**A small window of the routed layout**

Region (38, 17) to (68, 47) um. Cells in grey, sequential cells in the stronger grey; small squares are vias.
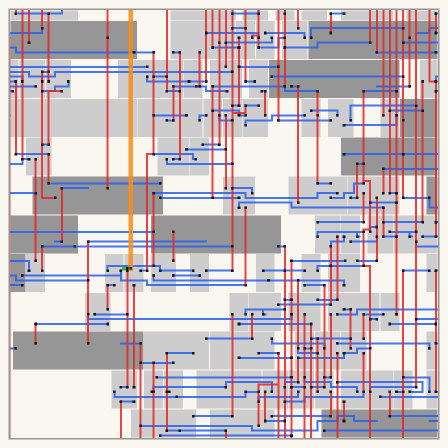
**Signal metal coverage by tile**

(4 px per um) The die is cut into 21 by 21 equal tiles; white is low, dark blue is high, scaled to the fullest tile. Values are wire area over tile area, all layers added.
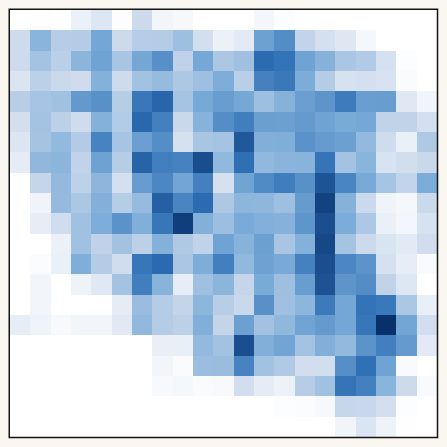
**Track usage over the die**

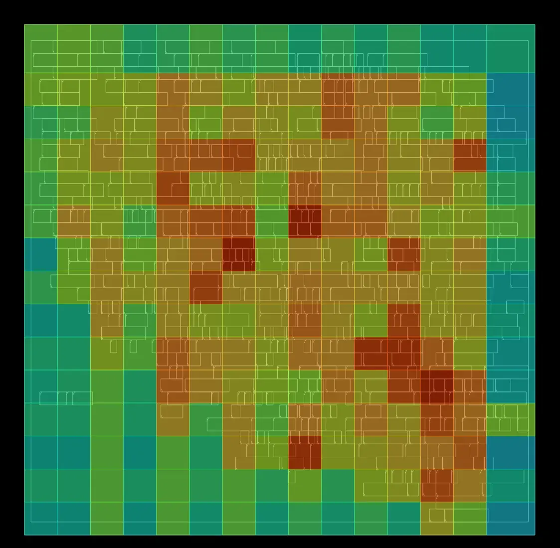
**Selected gate families**

(6 px per um)
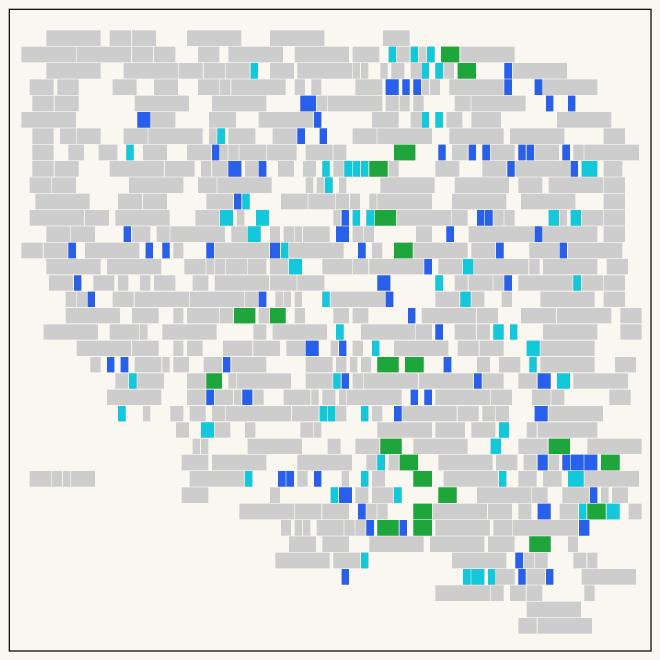
**Routed clock nets over the placement**

(4 px per um)
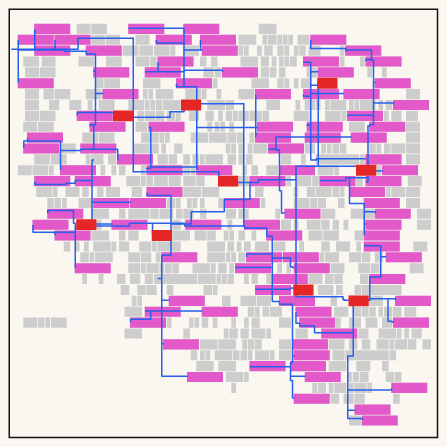
### config.mk
export PLATFORM = sky130hd
export DESIGN_NAME = clock_display_scan
export DESIGN_NICKNAME = d
export VERILOG_FILES = /design/src/rtl/clock_disp_pkg.sv /design/src/rtl/clock_display_scan_bcd.sv /design/src/rtl/clock_display_scan.sv
export SDC_FILE = /design/constraint.sdc
export NUM_CORES = 1
export LEC_CHECK = 0
export ABC_CLOCK_PERIOD_IN_PS = 8600
export CAP_MARGIN = 20
export CORE_UTILIZATION = 51
export CTS_CLUSTER_SIZE = 40
export DETAILED_ROUTE_END_ITERATION = 7
export HOLD_SLACK_MARGIN = 0.02
export PLACE_DENSITY = 0.75
export SETUP_SLACK_MARGIN = 0.3
export SLEW_MARGIN = 20
export SYNTH_ARGS = -nofsm -noshare
export SYNTH_HDL_FRONTEND = slang
export SYNTH_HIERARCHICAL = 1
export SYNTH_SLANG_ARGS = --single-unit
### constraint.sdc
create_clock -name clk -period 8.6 [get_ports clk]
set_input_delay 2.15 -clock clk [delete_from_list [all_inputs] [get_ports clk]]
set_output_delay 2.15 -clock clk [all_outputs]
set_load 0.01 [all_outputs]
### src/rtl/clock_disp_pkg.sv
// Shared types and constants for the HH:MM seven-segment scanner.
package clock_disp_pkg;

    // Conversion sequencer states.
    typedef enum logic [1:0] {
        ST_IDLE   = 2'd0,
        ST_CONV_H = 2'd1,
        ST_CONV_M = 2'd2,
        ST_COMMIT = 2'd3
    } disp_state_t;

    // Segment patterns, bit order {g,f,e,d,c,b,a}, active-high.
    localparam logic [6:0] SEG_BLANK = 7'b0000000;
    localparam logic [6:0] SEG_DASH  = 7'b1000000;
    localparam logic [6:0] SEG_0     = 7'b0111111;
    localparam logic [6:0] SEG_1     = 7'b0000110;
    localparam logic [6:0] SEG_2     = 7'b1011011;
    localparam logic [6:0] SEG_3     = 7'b1001111;
    localparam logic [6:0] SEG_4     = 7'b1100110;
    localparam logic [6:0] SEG_5     = 7'b1101101;
    localparam logic [6:0] SEG_6     = 7'b1111101;
    localparam logic [6:0] SEG_7     = 7'b0000111;
    localparam logic [6:0] SEG_8     = 7'b1111111;
    localparam logic [6:0] SEG_9     = 7'b1101111;

    // Digit positions on the display, left to right.
    localparam logic [1:0] DIG_HOUR_TENS = 2'd0;
    localparam logic [1:0] DIG_HOUR_ONES = 2'd1;
    localparam logic [1:0] DIG_MIN_TENS  = 2'd2;
    localparam logic [1:0] DIG_MIN_ONES  = 2'd3;

    // BCD digit to segment pattern; non-decimal codes show nothing.
    function automatic logic [6:0] seg_of_digit(input logic [3:0] d);
        case (d)
            4'd0:    return SEG_0;
            4'd1:    return SEG_1;
            4'd2:    return SEG_2;
            4'd3:    return SEG_3;
            4'd4:    return SEG_4;
            4'd5:    return SEG_5;
            4'd6:    return SEG_6;
            4'd7:    return SEG_7;
            4'd8:    return SEG_8;
            4'd9:    return SEG_9;
            default: return SEG_BLANK;
        endcase
    endfunction

endpackage

### src/rtl/clock_display_scan_bcd.sv
// Sequential double-dabble: 6-bit binary to two BCD digits in 6 shift cycles.
// The start edge performs the first shift directly on 'bin', so a new
// conversion can begin on the edge right after the previous one finished.
// busy: shifts 2..6 still to come; last: the coming edge does shift 6;
// done: result in tens/ones is complete (held until the next start).
module bcd_dabble6 (
    input  logic       clk,
    input  logic       rst,
    input  logic       start,
    input  logic [5:0] bin,
    output logic [3:0] tens,
    output logic [3:0] ones,
    output logic       busy,
    output logic       last,
    output logic       done
);

    // {tens[3:0], ones[3:0], remaining binary[5:0]}
    logic [13:0] sr;
    logic [2:0]  cnt;

    function automatic logic [13:0] dabble_step(input logic [13:0] v);
        logic [13:0] t;
        t = v;
        if (t[9:6] >= 4'd5)   t[9:6]   = t[9:6] + 4'd3;
        if (t[13:10] >= 4'd5) t[13:10] = t[13:10] + 4'd3;
        return {t[12:0], 1'b0};
    endfunction

    // One adjust-and-shift per cycle; cnt holds the number of shifts done.
    always_ff @(posedge clk or posedge rst) begin
        if (rst) begin
            sr  <= '0;
            cnt <= '0;
        end else if (start) begin
            sr  <= dabble_step({8'd0, bin});
            cnt <= 3'd1;
        end else if (cnt != 3'd0 && cnt != 3'd6) begin
            sr  <= dabble_step(sr);
            cnt <= cnt + 3'd1;
        end
    end

    assign tens = sr[13:10];
    assign ones = sr[9:6];
    assign busy = (cnt != 3'd0) && (cnt != 3'd6);
    assign last = (cnt == 3'd5);
    assign done = (cnt == 3'd6);

endmodule

### src/rtl/clock_display_scan.sv
// HH:MM multiplexed seven-segment driver for the 12-hour clock core.
// Samples are converted to BCD one field at a time and committed to the
// display registers in a single edge, so a half-updated time is never shown.
import clock_disp_pkg::*;

module clock_display_scan #(
    parameter int SCAN_DIV     = 1000,
    parameter int BLANK_CYCLES = 2,
    parameter int COMMON_ANODE = 0
) (
    input  logic       clk,
    input  logic       rst,
    input  logic [3:0] hours,
    input  logic [5:0] minutes,
    input  logic       am_pm,
    input  logic       update,
    input  logic       tick_1hz,
    output logic [6:0] seg,
    output logic       dp,
    output logic [3:0] digit_en,
    output logic       busy,
    output logic       err
);

    localparam int         PW        = (SCAN_DIV > 1) ? $clog2(SCAN_DIV) : 1;
    localparam logic [PW-1:0] PRE_LAST  = PW'(SCAN_DIV - 1);
    localparam logic [PW-1:0] BLANK_LIM = PW'(BLANK_CYCLES);
    localparam logic       POL       = (COMMON_ANODE != 0);

    disp_state_t state, state_nxt;

    // Latest sample from the core (overwritten by every update).
    logic [3:0] hold_hours;
    logic [5:0] hold_minutes;
    logic       hold_pm;
    logic       hold_bad;
    logic       pending;

    // Snapshot of the sample being converted in the current pass.
    logic [5:0] work_minutes;
    logic       work_pm;
    logic       work_bad;
    logic [3:0] hour_tens;
    logic [3:0] hour_ones;

    // Shared BCD engine.
    logic       eng_start;
    logic [5:0] eng_bin;
    logic [3:0] eng_tens;
    logic [3:0] eng_ones;
    logic       eng_busy;
    logic       eng_last;
    logic       eng_done;
    logic       commit_en;

    // Committed display contents.
    logic [6:0] disp_seg [4];
    logic       disp_pm;
    logic       err_r;
    logic       colon;

    // Scan timing and registered outputs (pre-polarity).
    logic [PW-1:0] pre, pre_nxt;
    logic [1:0]    idx, idx_nxt;
    logic [6:0]    seg_r;
    logic          dp_r;
    logic [3:0]    en_r;
    logic          dp_sel;

    bcd_dabble6 u_bcd (
        .clk   (clk),
        .rst   (rst),
        .start (eng_start),
        .bin   (eng_bin),
        .tens  (eng_tens),
        .ones  (eng_ones),
        .busy  (eng_busy),
        .last  (eng_last),
        .done  (eng_done)
    );

    // Sequencer next state: hours pass, minutes pass, then one commit edge.
    always_comb begin
        state_nxt = state;
        eng_start = 1'b0;
        eng_bin   = {2'b00, hold_hours};
        commit_en = 1'b0;
        case (state)
            ST_IDLE: begin
                if (update) state_nxt = ST_CONV_H;
            end
            ST_CONV_H: begin
                eng_bin   = {2'b00, hold_hours};
                eng_start = !eng_busy;
                if (eng_last) state_nxt = ST_CONV_M;
            end
            ST_CONV_M: begin
                eng_bin   = work_minutes;
                eng_start = !eng_busy;
                if (eng_last) state_nxt = ST_COMMIT;
            end
            ST_COMMIT: begin
                if (eng_done) begin
                    commit_en = 1'b1;
                    state_nxt = (pending || update) ? ST_CONV_H : ST_IDLE;
                end
            end
            default: state_nxt = ST_IDLE;
        endcase
    end

    // State register.
    always_ff @(posedge clk or posedge rst) begin
        if (rst) state <= ST_IDLE;
        else     state <= state_nxt;
    end

    // Sample capture, pending flag and per-pass snapshot.
    always_ff @(posedge clk or posedge rst) begin
        if (rst) begin
            hold_hours   <= '0;
            hold_minutes <= '0;
            hold_pm      <= 1'b0;
            hold_bad     <= 1'b0;
            pending      <= 1'b0;
            work_minutes <= '0;
            work_pm      <= 1'b0;
            work_bad     <= 1'b0;
            hour_tens    <= '0;
            hour_ones    <= '0;
        end else begin
            if (update) begin
                hold_hours   <= hours;
                hold_minutes <= minutes;
                hold_pm      <= am_pm;
                hold_bad     <= (hours == 4'd0) || (hours > 4'd12) || (minutes > 6'd59);
            end
            // A commit consumes the pending request; an update arriving on
            // that same edge is picked up directly by the sequencer.
            if (commit_en)
                pending <= 1'b0;
            else if (update && state != ST_IDLE)
                pending <= 1'b1;
            // Freeze the rest of the sample when its hours start converting.
            if (state == ST_CONV_H && eng_start) begin
                work_minutes <= hold_minutes;
                work_pm      <= hold_pm;
                work_bad     <= hold_bad;
            end
            // Park the hours result while the engine moves on to minutes.
            if (state == ST_CONV_M && eng_start) begin
                hour_tens <= eng_tens;
                hour_ones <= eng_ones;
            end
        end
    end

    // Atomic display update: four digit codes, PM flag and err together.
    always_ff @(posedge clk or posedge rst) begin
        if (rst) begin
            for (int i = 0; i < 4; i++) disp_seg[i] <= SEG_BLANK;
            disp_pm <= 1'b0;
            err_r   <= 1'b0;
        end else if (commit_en) begin
            if (work_bad) begin
                for (int i = 0; i < 4; i++) disp_seg[i] <= SEG_DASH;
                disp_pm <= 1'b0;
                err_r   <= 1'b1;
            end else begin
                disp_seg[DIG_HOUR_TENS] <= (hour_tens == 4'd0) ? SEG_BLANK : seg_of_digit(hour_tens);
                disp_seg[DIG_HOUR_ONES] <= seg_of_digit(hour_ones);
                disp_seg[DIG_MIN_TENS]  <= seg_of_digit(eng_tens);
                disp_seg[DIG_MIN_ONES]  <= seg_of_digit(eng_ones);
                disp_pm <= work_pm;
                err_r   <= 1'b0;
            end
        end
    end

    // Colon blink phase follows the 1 Hz tick.
    always_ff @(posedge clk or posedge rst) begin
        if (rst)           colon <= 1'b0;
        else if (tick_1hz) colon <= ~colon;
    end

    // Scan counters' next values and the dp bit for the next digit slot.
    always_comb begin
        pre_nxt = (pre == PRE_LAST) ? '0 : pre + PW'(1);
        idx_nxt = (pre == PRE_LAST) ? idx + 2'd1 : idx;
        dp_sel  = 1'b0;
        case (idx_nxt)
            DIG_HOUR_ONES: dp_sel = colon && !err_r;
            DIG_MIN_ONES:  dp_sel = disp_pm;
            default:       dp_sel = 1'b0;
        endcase
    end

    // Prescaler, scan index and the registered digit/segment outputs.
    always_ff @(posedge clk or posedge rst) begin
        if (rst) begin
            pre   <= '0;
            idx   <= '0;
            en_r  <= '0;
            seg_r <= SEG_BLANK;
            dp_r  <= 1'b0;
        end else begin
            pre <= pre_nxt;
            idx <= idx_nxt;
            if (pre_nxt < BLANK_LIM) begin
                en_r  <= '0;
                seg_r <= SEG_BLANK;
                dp_r  <= 1'b0;
            end else begin
                en_r  <= 4'b0001 << idx_nxt;
                seg_r <= disp_seg[idx_nxt];
                dp_r  <= dp_sel;
            end
        end
    end

    assign seg      = seg_r ^ {7{POL}};
    assign dp       = dp_r ^ POL;
    assign digit_en = en_r ^ {4{POL}};
    assign busy     = (state != ST_IDLE);
    assign err      = err_r;

endmodule

==> impl_metrics.tcl <==
# yosys + openroad results
set metrics [dict create \
    status "complete, no violations" \
    synth-async-reset-ratio_pct 100 \
    remaining_drc_errors 0 \
    simple_gate_area_share_pct 15.1 \
    area_growth_pct 8.91 \
    avgSynthCellArea_sq_um 9.97 \
    synth_top_flop_cell "dfrtp_1" \
    mux_share_pct 10.1 \
    cts_buffers 9 \
    ir_drop_mv 0.144 \
    yosysTopAreaCell "dfrtp_1" \
    yosysChipArea_sq_um 5590 \
    cts_hold_buf 0 \
    skew_ps 11.0 \
    comb_cells 386 \
    period_used_pct 45.6 \
    place_area_sq_um 5860 \
    antenna_found_initial 0 \
    place_inst 692 \
    hold-worst-slack_ps 464 \
    synthTopCellsByArea "dfrtp_1, mux2_2, ha_1" \
    xor_area_share_pct 1.70 \
    ys_types 60 \
    seq_area_sq_um 2550 \
    drv_cap 0 \
    setup_violations 0 \
    seq_share_pct 41.9 \
    edf_count 0 \
    core-area_sq_um 10500 \
    comb_share_pct 44.3 \
    worstHoldStart "colon$_DFFE_PP0P_" \
    startpoint_type "flip-flop" \
    seq-power_mw 0.745 \
    worstSetupEndpointType "output pin" \
    top_logic_kind "simple AND/OR/NAND/NOR gates" \
]
Notes on 'a small window of the routed layout' above:
- orange: met4
- red: met2
- blue: met1
- green: met3
- cells with their middle in the window: 68
- most frequent: o21ai_0 (10)
- sequential cells in the window: 9
- netlist names of flops here include: `disp_seg` (3), `hour_tens` (3), `u_bcd/sr` (3)

Notes on 'signal metal coverage by tile' above:
- tiles over half the peak: 24%
- mean over tiles: 0.14
- emptiest ninth of the die: south-west
- nearly empty tiles: 21%
- fullest tile: 0.46

Notes on 'track usage over the die' above:
met3 Resource Use GR: 5.41%
Final Core Density: 58.2%
wire per inst: 14.9 um

Notes on 'selected gate families' above:
- blue: NAND gates (cells 82; most used nand2_1; where all over the die)
- green: AND-OR and OR-AND gates (cells 22; most used a22o_1)
- cyan: NOR gates (cells 60; most used nor2_1)

Notes on 'routed clock nets over the placement' above:
- magenta: flip-flops (count 102)
- red: cells driving clock nets (count 9)
- blue: clock wires (length 1,190 um)
- routed clock nets: 10
- flops lie: all over the die

Yosys cell counts, types with 2 or more instances:
master / number
a21oi_1: 28
a222oi_1: 2
a22o_1: 10
a31oi_1: 5
and2_1: 9
and2_2: 2
and2b_2: 2
and3_1: 6
and4_1: 2
buf_2: 5
buf_4: 8
buf_6: 4
clkbuf_1: 18
dfrtp_1: 102
ha_1: 31
inv_1: 36
mux2_2: 38
mux2i_1: 12
nand2_1: 65
nand2b_1: 7
nand3_1: 4
nand4_1: 5
nor2_1: 42
nor2b_1: 8
nor3_1: 7
nor3b_1: 2
o2111ai_1: 4
o211ai_1: 3
o21a_1: 2
o21ai_0: 31
o22ai_1: 4
o31ai_1: 11
o32a_1: 4
or3_1: 8
or4_1: 2
xnor2_1: 4
xor2_1: 5
flip-flops by register name (all words and copies together), names as in the netlist, 2 cells and up:
name	flops
state	2
u_bcd/cnt	3
digit_en	4
hour_tens	4
u_bcd/sr	13
work_minutes	6
hour_ones	4
seg	7
pre	10
hold_minutes	6
disp_seg	28
hold_hours	4
idx	2
critical path, stage by stage (launching register included):
cell,delay (ps)
dfrtp_1,430
inv_1,90
ha_1,210
inv_1,110
clkdlybuf4s50_1,550
path summary, 6_finish.rpt:
check,end,cells past startpoint
setup / recovery,busy,4
hold / removal,colon$_DFFE_PP0P_,1
setup reg to reg,dp$_DFF_PP0_,5
hold reg to reg,colon$_DFFE_PP0P_,1
max in group asynchronous,work_minutes[1]$_DFFE_PP0P_,3
min in group asynchronous,u_bcd/sr[6]$_DFFE_PP0P_,2
per-layer routing:
metal	GRT usage (%)	routed length [um]	vias up
met5	0	0	-
met4	5.87	170	0
met3	5.41	318	11
met2	34.5	5270	56
met1	24.8	4730	1879
li1	-	-	1944
